`config.mk`:
```
export PLATFORM = sky130hd
export DESIGN_NAME = shift_right_seq
export DESIGN_NICKNAME = d
export VERILOG_FILES = /design/src/rtl/shift_right_seq.sv
export SDC_FILE = /design/constraint.sdc
export NUM_CORES = 1
export LEC_CHECK = 0
export CORE_AREA = 2 2 80 74
export CTS_CLUSTER_DIAMETER = 100
export CTS_CLUSTER_SIZE = 10
export DETAILED_ROUTE_END_ITERATION = 10
export DIE_AREA = 0 0 82 76
export PLACE_DENSITY = 0.78
export SYNTH_ARGS = -nofsm -noshare
export SYNTH_HDL_FRONTEND = slang
export SYNTH_SLANG_ARGS = --single-unit
```
`constraint.sdc`:
```
create_clock -name clk -period 1.4 [get_ports clk]
set_input_delay 0.28 -clock clk [delete_from_list [all_inputs] [get_ports clk]]
set_output_delay 0.28 -clock clk [all_outputs]
set_load 0.01 [all_outputs]
```
`src/rtl/shift_right_seq.sv`:
```
// Multi-cycle srl/sra shifter, one bit position per clock; done arrives shamt+1 cycles after start.
// start is only taken in IDLE and is silently dropped while busy; result holds until the next accepted start.
module shift_right_seq #(
    parameter int WIDTH = 32,
    parameter int SHW   = 5
) (
    input  logic             clk,
    input  logic             reset,
    input  logic             start,
    input  logic [WIDTH-1:0] data_in,
    input  logic [SHW-1:0]   shamt,
    input  logic             arith,
    output logic [WIDTH-1:0] result,
    output logic             busy,
    output logic             done
);

    typedef enum logic [1:0] {
        IDLE  = 2'd0,
        SHIFT = 2'd1,
        DONE  = 2'd2
    } state_t;

    state_t           state_q, state_d;
    logic [WIDTH-1:0] result_q, result_d;
    logic [SHW-1:0]   count_q, count_d;
    logic             arith_q, arith_d;

    always_comb begin
        state_d  = state_q;
        result_d = result_q;
        count_d  = count_q;
        arith_d  = arith_q;
        case (state_q)
            IDLE: begin
                if (start) begin
                    result_d = data_in;
                    count_d  = shamt;
                    arith_d  = arith;
                    state_d  = (shamt != '0) ? SHIFT : DONE;
                end
            end
            SHIFT: begin
                // Sign fill only when the request was latched as arithmetic.
                result_d = {arith_q & result_q[WIDTH-1], result_q[WIDTH-1:1]};
                count_d  = count_q - SHW'(1);
                if (count_q == SHW'(1)) begin
                    state_d = DONE;
                end
            end
            DONE: begin
                state_d = IDLE;
            end
            default: begin
                state_d = IDLE;
            end
        endcase
    end

    always_ff @(posedge clk) begin
        if (reset) begin
            state_q  <= IDLE;
            result_q <= '0;
            count_q  <= '0;
            arith_q  <= 1'b0;
        end else begin
            state_q  <= state_d;
            result_q <= result_d;
            count_q  <= count_d;
            arith_q  <= arith_d;
        end
    end

    assign result = result_q;
    assign busy   = (state_q == SHIFT) || (state_q == DONE);
    assign done   = (state_q == DONE);

endmodule
```
==> results_dict.tcl, run 1 <==
# implementation run metrics
set metrics [dict create \
    first_element_of_the_critical_path "state_q[0]" \
    regArea_um2 806 \
    place.gp.congestion 0.864 \
    tritoncts.num_buffers 5 \
    post_layout_nonfiller_instances 383 \
    dieArea_mm2 0.00623 \
    largestPowerGroup "combinational cells" \
    synth.most_common_cell "sky130_fd_sc_hd__dfxtp_1" \
    fin_crit_ns 1.48 \
    synthDominantAreaCellType "sky130_fd_sc_hd__dfxtp_1" \
    status "finished with violations" \
    clock_sink_count 40 \
    report.power.total_mw 5.56 \
    final-comb-area_mm2 0.00150 \
    final.fill_count 412 \
    cts_hold_repair.buffers 0 \
    layout-drive-gt1-share_pct 44.7 \
    synth_stat.cells 211 \
    largest_register_ffs 32 \
    synth.cellmix.compoundShare_pct 23.4 \
    fp_nets 257 \
    yosys.cell_types.count 31 \
    yosysSeqAreaShare_pct 38.5 \
    worst_path_max_stage_delay_ns 0.35 \
    comb-cell-share_pct 39.8 \
    post_drt_via_cell_ratio 5.27 \
    postSynthRegisterBits 40 \
    timing.critical_path.from_type "register" \
    synthToLayoutAreaGrowth_pct 81.3 \
    top_logic_kind "AND-OR/OR-AND gates" \
    ys.flop_type "sky130_fd_sc_hd__dfxtp_1" \
    mux_share_pct 16.1 \
    area.share.sequential_pct 21.3 \
    clk-power_mw 1.32 \
    worst_ep_required_time_ns 1.57 \
    net_count_of_the_finished_layout 358 \
    ff_count 40 \
    layout_top_cell "sky130_fd_sc_hd__clkdlybuf4s50_1" \
    route.antenna.remaining_nets 0 \
    cts.clk_slew.worst_paths_ns 0.08 \
    pwr-share-seq_pct 28.9 \
    start_to_end_type_of_the_worst_setup_path "reg2reg" \
    power_combinational_mw 2.63 \
    clockBufferCount 5 \
    end_kind "register" \
    grt_use_met3_pct 4.15 \
    io_pins 75 \
    num-nonclk-inverters 7 \
    grt_pass1_vias 1772 \
    drt_pass1_iterations 4 \
    drt_iter0_drc 59 \
    violations "negative setup slack" \
    vdd.ir_drop.worst_uv 734 \
    hold_path_depth 2 \
    ff2ff_path_depth 7 \
    die_w_um 82 \
    clock_path_buffers 2 \
    p_int_mw 3.69 \
    dieHeight_um 76 \
    synth.top_cells.by_count "40 x sky130_fd_sc_hd__dfxtp_1, 35 x sky130_fd_sc_hd__nor2_1, 32 x sky130_fd_sc_hd__mux2i_1, 20 x sky130_fd_sc_hd__a211oi_2, 13 x sky130_fd_sc_hd__a211oi_1" \
    cp_cell_instances "buf_6 > ha_4 > buf_4 > clkbuf_16 > and2_1 > o21ai_1 > a21oi_1" \
    fa_ha_area_share_pct 3.00 \
    cts_tree "built" \
    cellLeakagePower_nw 1.50 \
    post-place-ws_ns -0.276 \
    finalClockSkew_ns 0.00664 \
    rsz_0062_raised_after_global_routing "yes" \
    slew-limit-headroom_pct 74.1 \
    share_clk_of_total_power_pct 23.7 \
    cts-htree-levels 2 \
    grt_start_max_net_pins 36 \
    rrSetupSlack_ns -0.08 \
    warnings 32 \
    worst-endpoint-arrival_ns 1.65 \
    final_hold_viol_count 0 \
    maxCapViolations 0 \
    grt_antenna_before_repair 0 \
    cts_resized 51 \
    global_route.overflow_total 0 \
    synth.top_cell.area_share_pct 38.5 \
    hold-worst-slack_ns 0.403 \
    simple_gate_area_share_pct 12.4 \
    fmaxAchievable_ghz 0.674 \
    biggestCellCategory "logic gates" \
    timing.critical_path.fanout_max 10 \
    root_buffer "sky130_fd_sc_hd__clkbuf_8" \
    yosys_warnings 0 \
    setup-violations-final 29 \
    fp_util_pct 38.1 \
    post_cts_setup_buffers 1 \
    timing.final.max_slew_violations 0 \
    crit_path_end "result[31]" \
    final_critical_path_setup_slack_ns -0.0841 \
    synthesized_cell_area_mm2 0.00208 \
]
-- run 1: worst min path at each step --
stage | startpoint | end | slack (ns)
finish | reset | count_q[1] | 0.40
detailed placement | arith_q | arith_q | 0.46
global placement | arith_q | arith_q | 0.45
global route | reset | count_q[2] | 0.42
CTS | reset | arith_q | 0.39
floorplan | arith | arith_q | 0.43
-- run 1: layer usage --
metal  vias up  part of all wire, %
met5         -                    0
met4         0                 0.60
met3         4                  4.4
met2        63                   49
met1       981                   45
li1        970                    -
-- run 1: worst max-delay path: cells and delay by family (launching register included) --
kind                     cells  cell delay [ns]
buffers and inverters        3             0.43
flip-flops                   1             0.35
AND-OR/OR-AND                2             0.23
adder cells (fa/ha/maj)      1             0.18
AND/OR/NAND/NOR              1             0.17
Figure 1. Cell sizes after repair (run 1).
Bar = 20 um.
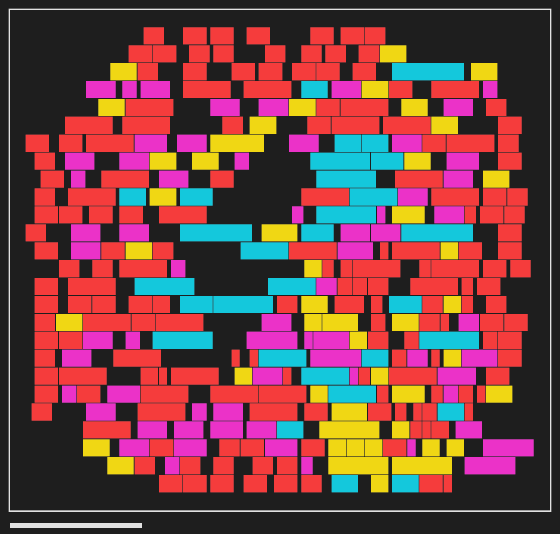
Key: magenta = _2 cells [cells 64, most used a211oi_2]; cyan = _6 and larger [cells 30, most used buf_6]; yellow = _3 and _4 cells [cells 46, most used nor2_4]; red = _0 and _1 cells [cells 173, most used clkdlybuf4s50_1]

Figure 2. Track usage over the die (run 1).
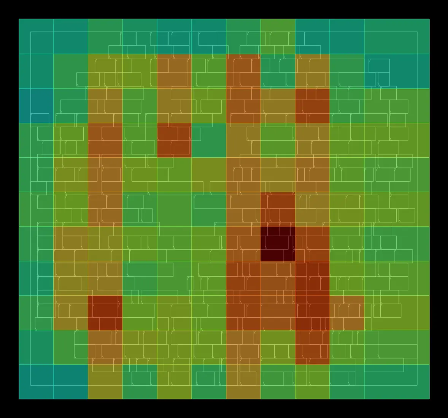
average wire per cell in the routed design: 16.9 um
final design utilization: 69.1%
met1 track utilization from global routing: 20.2%
global-route total usage across every layer: 15.7%
GR Layer Usage met2: 25.4%

Figure 3. Metal 1 (run 1).
Bar = 20 um. Supply wires on this layer in gray. Cells faint in the background.
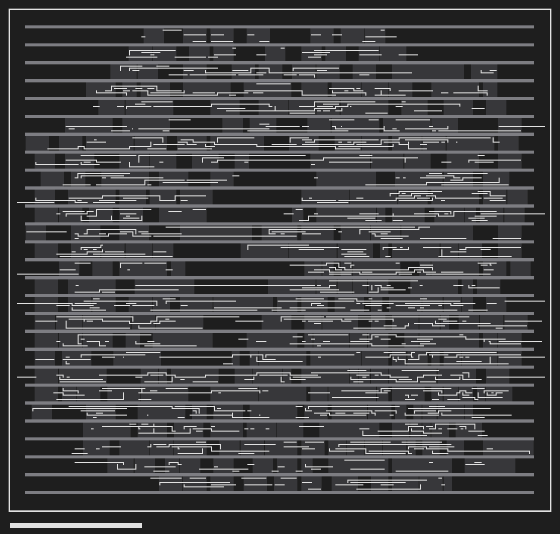
The layer holds 46% of the routed length. The longest straight run is 37.7 um. The layer carries 2950 um of wire. The wires run mostly horizontal.

## Run 2: what changed since run 1
CORE_AREA = 5 5 83 77   (was 2 2 80 74)
DIE_AREA = 0 0 88 82   (was 0 0 82 76)
HOLD_SLACK_MARGIN = 0.06   (was unset)
==> results_dict.tcl, run 2 <==
# implementation run metrics
set metrics [dict create \
    status "finished with violations" \
    violations "negative setup slack" \
    synth_stat.cells 211 \
    critical_path.top_delay_family "flip-flops" \
    layout.comb_gates.multi_input 147 \
    area.share.sequential_pct 23.2 \
    cts.clk_slew.worst_paths_ns 0.08 \
    ys.flop_type "sky130_fd_sc_hd__dfxtp_1" \
    ff2ff_path_depth 5 \
    synthDominantAreaCellType "sky130_fd_sc_hd__dfxtp_1" \
    worst_ep_required_time_ns 1.60 \
    fp_nets 257 \
    final_critical_path_setup_slack_ns -0.0717 \
    biggestCellCategory "logic gates" \
    synth.top_cells.by_count "40 x sky130_fd_sc_hd__dfxtp_1, 35 x sky130_fd_sc_hd__nor2_1, 32 x sky130_fd_sc_hd__mux2i_1, 20 x sky130_fd_sc_hd__a211oi_2, 13 x sky130_fd_sc_hd__a211oi_1" \
    grtUsageTotal_pct 15.7 \
    largest_register_ffs 32 \
    regArea_um2 807 \
    routed-wl-met3_um 385 \
    wirelength_met1_mm 2.74 \
    synthToLayoutAreaGrowth_pct 67.3 \
    largestPowerGroup "combinational cells" \
    p_int_mw 3.30 \
    rsz_0062_raised_after_global_routing "yes" \
    fp_util_pct 37.9 \
    post_drt_via_cell_ratio 5.23 \
    yosysSeqAreaShare_pct 38.5 \
    drt_iter0_drc 37 \
    top_cells_by_area "sky130_fd_sc_hd__dfxtp_1 38%, sky130_fd_sc_hd__mux2i_1 15%, sky130_fd_sc_hd__a211oi_2 12%, sky130_fd_sc_hd__nor2_1 6.3%, sky130_fd_sc_hd__a211oi_1 4.7%" \
    clockBufferCount 5 \
    cts_hold_repair.buffers 0 \
    crit_slowest_cell "sky130_fd_sc_hd__dfxtp_4" \
    maxCapViolations 0 \
    post_layout_nonfiller_instances 374 \
    vdd.ir_drop.worst_uv 788 \
    global_route.overflow_total 0 \
    fmaxAchievable_ghz 0.679 \
    tritoncts.num_buffers 5 \
    yosys_warnings 0 \
    clock_sink_count 40 \
    root_buffer "sky130_fd_sc_hd__clkbuf_8" \
    grt_start_max_net_pins 31 \
    place.gp.congestion 0.828 \
    number_of_stages_on_the_worst_setup_path 5 \
    slew-limit-headroom_pct 73.3 \
    layout-drive-gt1-share_pct 35.2 \
    power_combinational_mw 2.29 \
    hold-worst-slack_ns 0.413 \
    post-place-ws_ns -0.270 \
    synth.most_common_cell "sky130_fd_sc_hd__dfxtp_1" \
    setup-violations-final 36 \
    cts_resized 63 \
    comb-cell-share_pct 39.3 \
    final_util_pct 63.4 \
    dieHeight_um 82 \
    timing.final.max_slew_violations 0 \
    synth_chip_area_mm2 0.00208 \
    timing.critical_path.from_type "register" \
    remaining_drc_errors 0 \
    crit_path_end "result[9]" \
    dr.max_layer_used "met4" \
    final_hold_viol_count 0 \
    grt_pass1_vias 1824 \
    postSynthRegisterBits 40 \
    timing.critical_path.fanout_max 8 \
    warnings 32 \
    final.fill_count 461 \
    final-comb-area_mm2 0.00137 \
    net_count_of_the_finished_layout 350 \
    yosys.cell_types.count 31 \
    synthesized_cell_area_mm2 0.00208 \
    synth.top_cell.area_share_pct 38.5 \
    detailed_place.area_mm2 0.00297 \
    end_kind "register" \
    ff_count 40 \
    routedWlPerCell_um 16.2 \
    pwr-share-seq_pct 31.9 \
    share_clk_of_total_power_pct 22.3 \
    cellLeakagePower_nw 1.39 \
    report.power.total_mw 4.99 \
    cts_tree "built" \
    plain_repair_buffers 103 \
    dieArea_mm2 0.00722 \
    die_w_um 88 \
    worst_path_max_stage_delay_ns 0.40 \
    num-nonclk-inverters 7 \
    antenna_cells 0 \
    route.antenna.remaining_nets 0 \
    layout_top_cell "sky130_fd_sc_hd__clkdlybuf4s50_1" \
    worst-endpoint-arrival_ns 1.68 \
    post_cts_setup_buffers 1 \
    io_pins 75 \
    clk-power_mw 1.11 \
    fin_crit_ns 1.47 \
    cts-htree-levels 2 \
    cp_cell_instances "inv_4 > ha_4 > mux2_4 > clkbuf_16 > a211oi_1" \
    grt_antenna_before_repair 0 \
    start_to_end_type_of_the_worst_setup_path "reg2reg" \
    first_element_of_the_critical_path "state_q[0]" \
]
-- run 2: cell count changes in the layout (fill, tap and decap cells not counted), sizes merged --
cell      before  now
buf           31   28
bufbuf         0    1
bufinv         3    2
clkbuf        13    8
clkinvlp       1    0
inv            6    7
mux2           3    2
-- run 2: worst min path at each step --
stage,startpoint,end,depth (start not counted)
final,reset,arith_q,2
after global routing,reset,arith_q,2
after CTS,reset,count_q[2],2
after detailed placement,arith_q,arith_q,2
after global placement,arith_q,arith_q,2
after floorplan,arith,arith_q,2
-- run 2: cells by family (layout without fill, tap and decap cells) --
group	count (synthesis)	after routing	share of synthesized area [%]
buffers and inverters	25	117	6.61
multiplexers	33	34	16.1
AND-OR/OR-AND	53	53	23.4
flip-flops	40	40	38.5
adder cells (fa/ha/maj)	5	5	3.00
AND/OR/NAND/NOR	55	55	12.4
Figure 4. Track usage over the die (run 2).
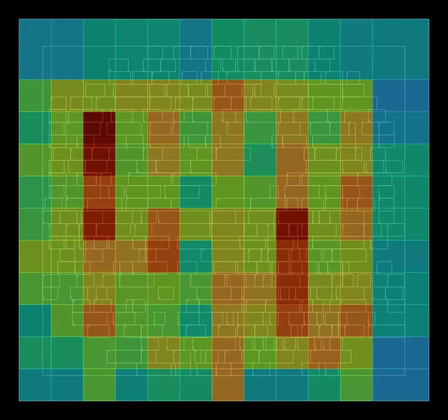
met1 track utilization from global routing: 20.4%
Most Crowded Layer GR: met2
global-route met3 utilization: 6.02%

Figure 5. Metal 1 (run 2).
Bar = 20 um. Supply wires on this layer in gray. Cells faint in the background.
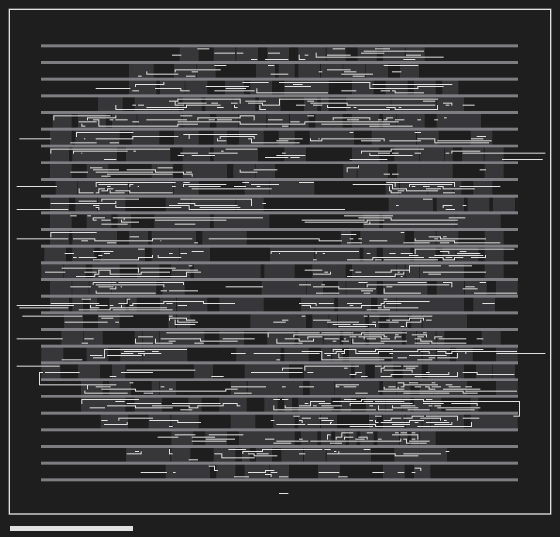
The longest straight run is 25.8 um. The layer holds 45% of the routed length. 304 nets have wire on it. The layer carries 2740 um of wire. The wires run mostly horizontal.

No activity file was given, so power comes from the tool's default toggle rates.
